Fig. 1: signal wires by layer
Bar = 20 um. Two of the layers only.
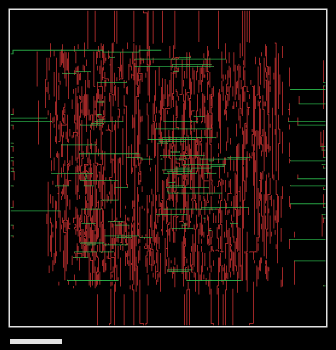
Fig. 2: placement density heat map
12 x 12 tiles, from black (low) to pale yellow (high), 0 to 100% covered.
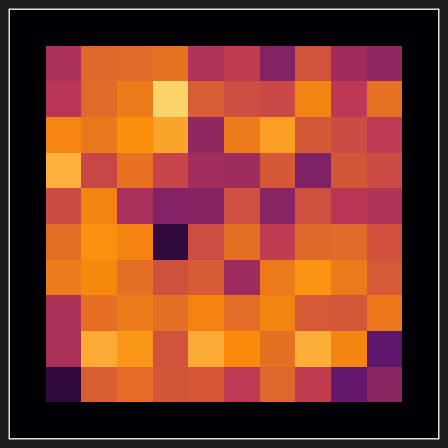
Design int_to_float_serial, sky130hd; sources not shown.
==> results.toml <==
# implementation run metrics
[route]
avgViaCountPerCell = 5.75
dr_wl_met2_mm = 7.09

[final_layout]
layout.cells.non_filler = 918
ff_count = 76
fillerInstances = 917
signal_buffers = 78

[global_route]
top_usage_layer = "met2"
antenna_found_initial = 0
grt_max_degree = 77
grt_pass1_wl_mm = 25.5
grt-ovfl-total = 0
grt_util_met2_pct = 33.5
grt_pass1_vias = 5067

[cts]
clk_pin_slew_worst_paths_ns = 0.14
cts_tree = "yes"
clockBufferDepth = 2

[power]
maxPowerGroup = "combinational logic"
pwr-share-comb_pct = 60.8

[floorplan]
rows = 36

[critical_path]
cp_max_fo = 6
crit_arrival_ns = 4.12
path_buffers = 2

[synth]
yosys_warnings = 0
numSynthFlops = 76

[status]
status = "complete, no violations"
Back to the opening pictures, Fig. 1:
[red] M2 | wire length: 7090 um
[green] M3 | wire length: 948 um
WL final: 15.4 mm
routed length per instance: 16.8 um

Back to the opening pictures, Fig. 2:
tiles over 75% full: 7.6%
fullest tile: 91%
nearly empty tiles: 31%
mean over tiles: 41%
Initial Utilization: 51.6%
Final Util: 62.3%
core area: 9770 sq um

No activity file was given, so power comes from the tool's default toggle rates.
